<file path="src/rtl/membus_arb2_pkg.sv">
// Shared types and encodings for the two-master memory-bus arbiter.
package membus_arb2_pkg;

    localparam int unsigned MA_W = 18;
    localparam int unsigned MB_W = 36;

    // Addresses keep the machine's bit numbering [18:35]; data words are [0:35].
    typedef logic [18:18+MA_W-1] ma_t;
    typedef logic [0:MB_W-1]     mb_t;

    localparam logic [1:0] ST_IDLE = 2'd0;
    localparam logic [1:0] ST_ADDR = 2'd1;
    localparam logic [1:0] ST_DATA = 2'd2;

endpackage

</file>
<file path="src/rtl/membus_arb2_nxm_timer.sv">
// Address-acknowledge watchdog: counts ADDR clocks, flags the last allowed one.
module membus_arb2_nxm_timer #(
    parameter int unsigned LIMIT = 64,
    parameter int unsigned W     = 7
) (
    input  logic clk,
    input  logic reset,
    input  logic clear,
    input  logic enable,
    output logic expire_c
);

    logic [W-1:0] count_q;
    logic [W-1:0] count_d;

    // Clear wins over count.
    always_comb begin
        count_d = count_q;
        if (clear) begin
            count_d = '0;
        end else if (enable) begin
            count_d = count_q + W'(1);
        end
    end

    // Counter register.
    always_ff @(posedge clk) begin
        if (reset) begin
            count_q <= '0;
        end else begin
            count_q <= count_d;
        end
    end

    assign expire_c = (count_q == W'(LIMIT - 1));

endmodule

</file>
<file path="src/rtl/membus_arb2.sv">
// Two-master arbiter sharing one memory-bus port, one full memory cycle per grant.
module membus_arb2 import membus_arb2_pkg::*; #(
    parameter int unsigned FIXED_PRIO  = 0,
    parameter int unsigned NXM_TIMEOUT = 64,
    parameter int unsigned TW          = 7
) (
    input  logic clk,
    input  logic reset,
    input  logic m0_rq_cyc,
    input  logic m0_rd_rq,
    input  logic m0_wr_rq,
    input  ma_t  m0_ma,
    input  logic m0_fmc_select,
    input  mb_t  m0_mb_out,
    input  logic m0_wr_rs,
    output logic m0_addr_ack,
    output logic m0_rd_rs,
    output mb_t  m0_mb_in,
    output logic m0_nxm,
    input  logic m1_rq_cyc,
    input  logic m1_rd_rq,
    input  logic m1_wr_rq,
    input  ma_t  m1_ma,
    input  logic m1_fmc_select,
    input  mb_t  m1_mb_out,
    input  logic m1_wr_rs,
    output logic m1_addr_ack,
    output logic m1_rd_rs,
    output mb_t  m1_mb_in,
    output logic m1_nxm,
    output logic mem_rq_cyc,
    output logic mem_rd_rq,
    output logic mem_wr_rq,
    output logic mem_fmc_select,
    output ma_t  mem_ma,
    output mb_t  mem_mb_out,
    output logic mem_wr_rs,
    input  logic mem_addr_ack,
    input  logic mem_rd_rs,
    input  mb_t  mem_mb_in
);

    logic [1:0] state_q, state_d;
    logic       g_q, g_d;
    logic       last_q, last_d;
    logic       rd_q, rd_d;
    logic       wr_q, wr_d;
    logic       pick;
    logic       nxm_c;
    logic       timer_en;
    logic       timer_clr;
    logic       timer_exp_c;
    logic       live;

    logic sel_rq_cyc, sel_rd_rq, sel_wr_rq, sel_fmc, sel_wr_rs;
    ma_t  sel_ma;
    mb_t  sel_mb;

    // Granted master's request lines.
    always_comb begin
        sel_rq_cyc = g_q ? m1_rq_cyc     : m0_rq_cyc;
        sel_rd_rq  = g_q ? m1_rd_rq      : m0_rd_rq;
        sel_wr_rq  = g_q ? m1_wr_rq      : m0_wr_rq;
        sel_fmc    = g_q ? m1_fmc_select : m0_fmc_select;
        sel_wr_rs  = g_q ? m1_wr_rs      : m0_wr_rs;
        sel_ma     = g_q ? m1_ma         : m0_ma;
        sel_mb     = g_q ? m1_mb_out     : m0_mb_out;
    end

    // Arbitration and cycle-tracking next state.
    always_comb begin
        state_d  = state_q;
        g_d      = g_q;
        last_d   = last_q;
        rd_d     = rd_q;
        wr_d     = wr_q;
        pick     = 1'b0;
        nxm_c    = 1'b0;
        timer_en = 1'b0;
        case (state_q)
            ST_IDLE: begin
                if (m0_rq_cyc || m1_rq_cyc) begin
                    if (m0_rq_cyc && m1_rq_cyc) begin
                        pick = (FIXED_PRIO != 0) ? 1'b0 : !last_q;
                    end else begin
                        pick = m1_rq_cyc;
                    end
                    g_d     = pick;
                    last_d  = pick;
                    rd_d    = pick ? m1_rd_rq : m0_rd_rq;
                    wr_d    = pick ? m1_wr_rq : m0_wr_rq;
                    state_d = ST_ADDR;
                end
            end
            ST_ADDR: begin
                if (!sel_rq_cyc) begin
                    state_d = ST_IDLE;
                end else if (mem_addr_ack) begin
                    state_d = ST_DATA;
                end else if (timer_exp_c) begin
                    nxm_c   = 1'b1;
                    state_d = ST_IDLE;
                end else begin
                    timer_en = 1'b1;
                end
            end
            ST_DATA: begin
                // Writes (incl. read-modify-write) end on wr_rs, reads on rd_rs.
                if (wr_q ? sel_wr_rs : mem_rd_rs) begin
                    state_d = ST_IDLE;
                end
            end
            default: begin
                state_d = ST_IDLE;
            end
        endcase
    end

    assign timer_clr = (state_d != ST_ADDR);

    membus_arb2_nxm_timer #(
        .LIMIT (NXM_TIMEOUT),
        .W     (TW)
    ) u_nxm_timer (
        .clk      (clk),
        .reset    (reset),
        .clear    (timer_clr),
        .enable   (timer_en),
        .expire_c (timer_exp_c)
    );

    // State and grant registers.
    always_ff @(posedge clk) begin
        if (reset) begin
            state_q <= ST_IDLE;
            g_q     <= 1'b0;
            last_q  <= 1'b1;
            rd_q    <= 1'b0;
            wr_q    <= 1'b0;
        end else begin
            state_q <= state_d;
            g_q     <= g_d;
            last_q  <= last_d;
            rd_q    <= rd_d;
            wr_q    <= wr_d;
        end
    end

    // Outputs are quiet in IDLE and while reset is asserted.
    assign live = !reset && (state_q != ST_IDLE);

    assign mem_rq_cyc     = live && sel_rq_cyc;
    assign mem_rd_rq      = live && sel_rd_rq;
    assign mem_wr_rq      = live && sel_wr_rq;
    assign mem_fmc_select = live && sel_fmc;
    assign mem_wr_rs      = live && sel_wr_rs;
    assign mem_ma         = live ? sel_ma : '0;
    assign mem_mb_out     = live ? sel_mb : '0;

    assign m0_addr_ack = live && !g_q && (state_q == ST_ADDR) && mem_addr_ack;
    assign m1_addr_ack = live &&  g_q && (state_q == ST_ADDR) && mem_addr_ack;
    assign m0_rd_rs    = live && !g_q && (state_q == ST_DATA) && mem_rd_rs;
    assign m1_rd_rs    = live &&  g_q && (state_q == ST_DATA) && mem_rd_rs;
    assign m0_mb_in    = (live && !g_q) ? mem_mb_in : '0;
    assign m1_mb_in    = (live &&  g_q) ? mem_mb_in : '0;
    assign m0_nxm      = !reset && !g_q && nxm_c;
    assign m1_nxm      = !reset &&  g_q && nxm_c;

endmodule
</file>
<file path="config.mk">
export PLATFORM = sky130hd
export DESIGN_NAME = membus_arb2
export DESIGN_NICKNAME = d
export VERILOG_FILES = /design/src/rtl/membus_arb2_pkg.sv /design/src/rtl/membus_arb2_nxm_timer.sv /design/src/rtl/membus_arb2.sv
export SDC_FILE = /design/constraint.sdc
export NUM_CORES = 1
export LEC_CHECK = 0
export CAP_MARGIN = 5
export CORE_AREA = 2 2 116 118
export DETAILED_ROUTE_END_ITERATION = 12
export DIE_AREA = 0 0 118 120
export GPL_ROUTABILITY_DRIVEN = 0
export GPL_TIMING_DRIVEN = 0
export HOLD_SLACK_MARGIN = 0.05
export PLACE_DENSITY_LB_ADDON = 0.15
export SYNTH_ARGS = -nofsm -noshare
export SYNTH_HDL_FRONTEND = slang
export SYNTH_SLANG_ARGS = --single-unit
export TNS_END_PERCENT = 20
</file>
<file path="constraint.sdc">
create_clock -name clk -period 5.6 [get_ports clk]
set_input_delay 1.12 -clock clk [delete_from_list [all_inputs] [get_ports clk]]
set_output_delay 1.12 -clock clk [all_outputs]
set_load 0.01 [all_outputs]
</file>
==> Slide: Implementation Results <==
Synthesis and Place & Route Summary

Status
  • Status: complete, no violations

Synthesis
  • Post-Syn Area: 0.002037 mm²
  • YS chip area: 0.002037 mm²
  • Most area-hungry cell type in the Yosys netlist: mux2i_1
  • Synth top area cells: mux2i_1 (30%), nor2_1 (12%), dfxtp_1 (12%)
  • Cell Type Count: 35
  • # Cells Yosys: 299
  • Post-Synthesis Cells: 299
  • Post-Syn Area per Cell: 6.813 µm²
  • Syn_nets: 458
  • Area share, top type: 0.2998
  • Syn. warnings: 0
  • Synth Seq Share: 0.1179
  • Ys flops: 12

Clock tree
  • Clk latency late pin: around 0.24 ns
  • Cts hold-fix bufs: 0
  • CTS Root Cell: clkbuf_16
  • Cts repair resizes: 0
  • Total number of H-tree levels: 1
  • CTS tree: yes
  • # Post-CTS Setup Buffers: 0
  • TritonCTS Buffers: 3
  • CTS Buffer Depth: 2
  • # clock sinks: 12

Critical path
  • Max stage delay on crit path: 0.55 ns
  • Crit path max fanout: 10
  • CP Capture Type: primary output
  • Crit-path cells: clkdlybuf4s50_1 > or2_2 > clkbuf_1 > nor2_1 > clkbuf_1 > and2_1 > clkdlybuf4s50_1
  • Worst Path Arrival: roughly 3.7 ns
  • Sum of buffers and inverters on the critical path: 4
  • CP top delay family: buffers and inverters
  • Slowest-stage cell, CP: clkdlybuf4s50_1
  • CP required: about 4.5 ns
  • CP Class: input pin to primary output
  • Worst Setup Start Kind: input pin

Hold path
  • Hold WC Path Type: flop to flop

STA
  • Fin crit share: 0.8525
  • Clock skew: 0.002092 ns
  • RSZ-0062 raised after global routing: no
  • Worst-Margin Slew: 0.7063 ns
  • Final Max Tran Viols: 0
  • Final Setup Violations: 0
  • Fmax: 209.5 MHz
  • Final TNS setup: 0 ns
  • Final Hold Viols: 0
  • Hold_ws: 0.4665 ns
  • Rel. slew slack: 0.5291
  • Period minus WS final: 4.774 ns

Global routing
  • Vias in the first global route: 3286
  • Initial antenna violation count: 0
  • Wire length of the first global-routing pass: 17.70 mm
  • Pin count of the biggest net entering global routing: 11
  • Overflow after GRT: 0

Die
  • Die area: 0.01416 mm²
  • Initial Utilization: 0.1569
  • Die W: 118 µm
  • I/O pin count: 295
  • Die Y: 120 µm

Final layout
  • Combinational Area: 0.001677 mm²
  • Final core occ: 0.4075
  • N_diodes: 0
  • Synth-to-Final Area Change: 159.6%
  • Most frequent cells in the layout: clkdlybuf4s50_1 (294), nor2_1 (67), mux2i_1 (61)
  • Cell Count, Final, Fillers Out: around 770
  • Fin nets: 757
  • Share of layout cells above drive strength 1: 0.02010
  • Flop area: 240.2 µm²
  • Fin area: 0.005289 mm²
  • Commonest Layout Cell: clkdlybuf4s50_1

Pwr
  • Leakage: 1.952 nW
  • Power per Cell Area: 108.4 mW/mm²
  • Peak supply drop: between 0.08 and 0.09 mV

Drt
  • DR vias: about 3300
  • Initial drt markers: 91
  • TritonRoute pass-1 iters: 4
  • Routed Antenna Nets: 0
  • DR vias/cell: 4.255
  • Post-route DRC: 0

Place
  • Placed Area: 0.005200 mm²
  • IO buf count: 294
  • # placed instances: 769
  • Detailed Place HPWL: 10.65 mm

Flow run
  • Tool warnings: 26
  • MaxCap Viol Count: 0
cell usage after synthesis:
| cell type | number |
|---|---|
| nand2b_1 | 3 |
| buf_4 | 1 |
| a211oi_1 | 3 |
| o31ai_1 | 1 |
| nor4b_1 | 2 |
| dfxtp_1 | 12 |
| buf_1 | 2 |
| o21a_1 | 1 |
| o21ai_0 | 3 |
| nand4_1 | 2 |
| and2_1 | 36 |
| nor3_1 | 4 |
| and4b_1 | 1 |
| a211oi_2 | 1 |
| nand2_1 | 7 |
| or3_1 | 5 |
| inv_1 | 1 |
| o41ai_1 | 1 |
| or4_1 | 1 |
| ha_1 | 1 |
| a31oi_1 | 2 |
| mux2i_1 | 61 |
| a21boi_0 | 1 |
| buf_2 | 3 |
| nand3_1 | 3 |
| o21bai_1 | 1 |
| nor4bb_1 | 2 |
| nor2_1 | 67 |
| clkbuf_1 | 23 |
| or2_2 | 3 |
| a21oi_1 | 4 |
| nor4_1 | 2 |
| and3_1 | 37 |
| nor2b_1 | 1 |
| a22oi_1 | 1 |
sequential cells by signal, summed over array words and instances, names as in the netlist:
| register | count |
|---|---|
| state_q | 2 |
| wr_q | 1 |
| last_q | 1 |
| g_q | 1 |
| u_nxm_timer.count_q | 7 |
per-stage QoR:
step / total power [mW] / setup slack [ns]
3_3_place_gp: 0.4289 / 0.8060
3_5_place_dp: 0.4311 / 0.7833
6_report: 0.5736 / 0.8258
5_1_grt: 0.6054 / 0.6042
2_1_floorplan: 0.2163 / 2.279
4_1_cts: 0.5798 / 0.7679
metal layers:
layer | track usage | up-vias | share of wire
met5 | 0 | - | 0
met2 | 0.3158 | 188 | 0.53
met3 | 0.04087 | 11 | 0.082
met1 | 0.1679 | 1458 | 0.38
li1 | - | 1632 | -
met4 | 0.02636 | 0 | 0.011
power breakdown:
group          internal, mW  switching [mW]  total [mW]
registers            0.0890         0.00191      0.0909
logic                 0.205           0.131       0.336
clock network         0.108          0.0386       0.146
logic make-up (layout without fill, tap and decap cells):
group,Yosys count,count (layout),synth area share
mux,61,61,0.2998
flops,12,12,0.1179
fa+ha+maj,1,1,0.006142
buf+inv,30,328,0.05897
compound gates,19,19,0.06327
simple gates,176,176,0.4539
final cells by class:
class,instances,share of cell area
buffer,29,0.02200
sequential,12,0.04542
inverter,1,0.0007097
multi-input combinational,257,0.3170
timing repair buffer,294,0.5564
tap,176,0.04164
clock buffer,4,0.01680
final timing paths:
kind	start	slack (ns)	end	cells after the start
min reg2reg	u_nxm_timer.count_q[6]$_SDFFE_PP0P_	0.47	u_nxm_timer.count_q[6]$_SDFFE_PP0P_	2
min	u_nxm_timer.count_q[6]$_SDFFE_PP0P_	0.47	u_nxm_timer.count_q[6]$_SDFFE_PP0P_	2
max reg2reg	g_q$_SDFFE_PP0P_	3.72	u_nxm_timer.count_q[0]$_SDFFE_PP0P_	6
max	reset	0.83	m0_mb_in[7]	7
worst register-to-register path: stages, from the launching register on:
cell      delay [ns]
dfxtp_1         0.29
buf_4           0.14
mux2i_1         0.21
or3_1           0.38
clkbuf_1        0.20
or3_1           0.37
a211oi_2        0.22
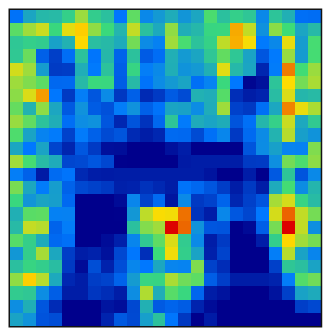
metal_density.png
24 x 24 tiles, from dark blue (low) to red (high), scaled to the fullest tile. Values are wire area over tile area, all layers added.
- nearly empty tiles: 11%
- tiles over half the peak: 18%
- mean over tiles: 0.14
final WL: 12.27 mm
wire length per cell: 15.88 µm
total track usage: 0.1584

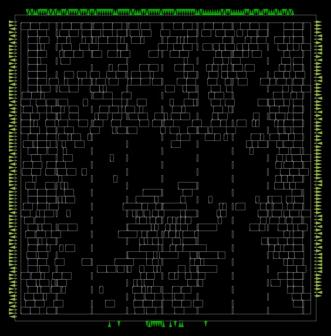
placement.png
core footprint: 0.01298 mm²
number of fill cells: 1337
Seq/total area: 0.04542
placement row count: 42

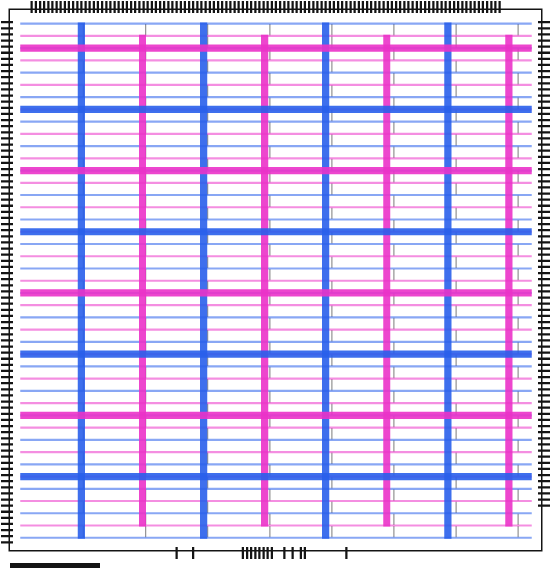
power_grid.png
Scale bar: 20 µm. Pins as bars on the die edge. Tap cells in gray.
- VDD: magenta
- VSS: blue
- met5 straps: 8
- rows: 42
- tap cells: 176

Power figures rest on the tool's default switching activity, not on a simulated workload.
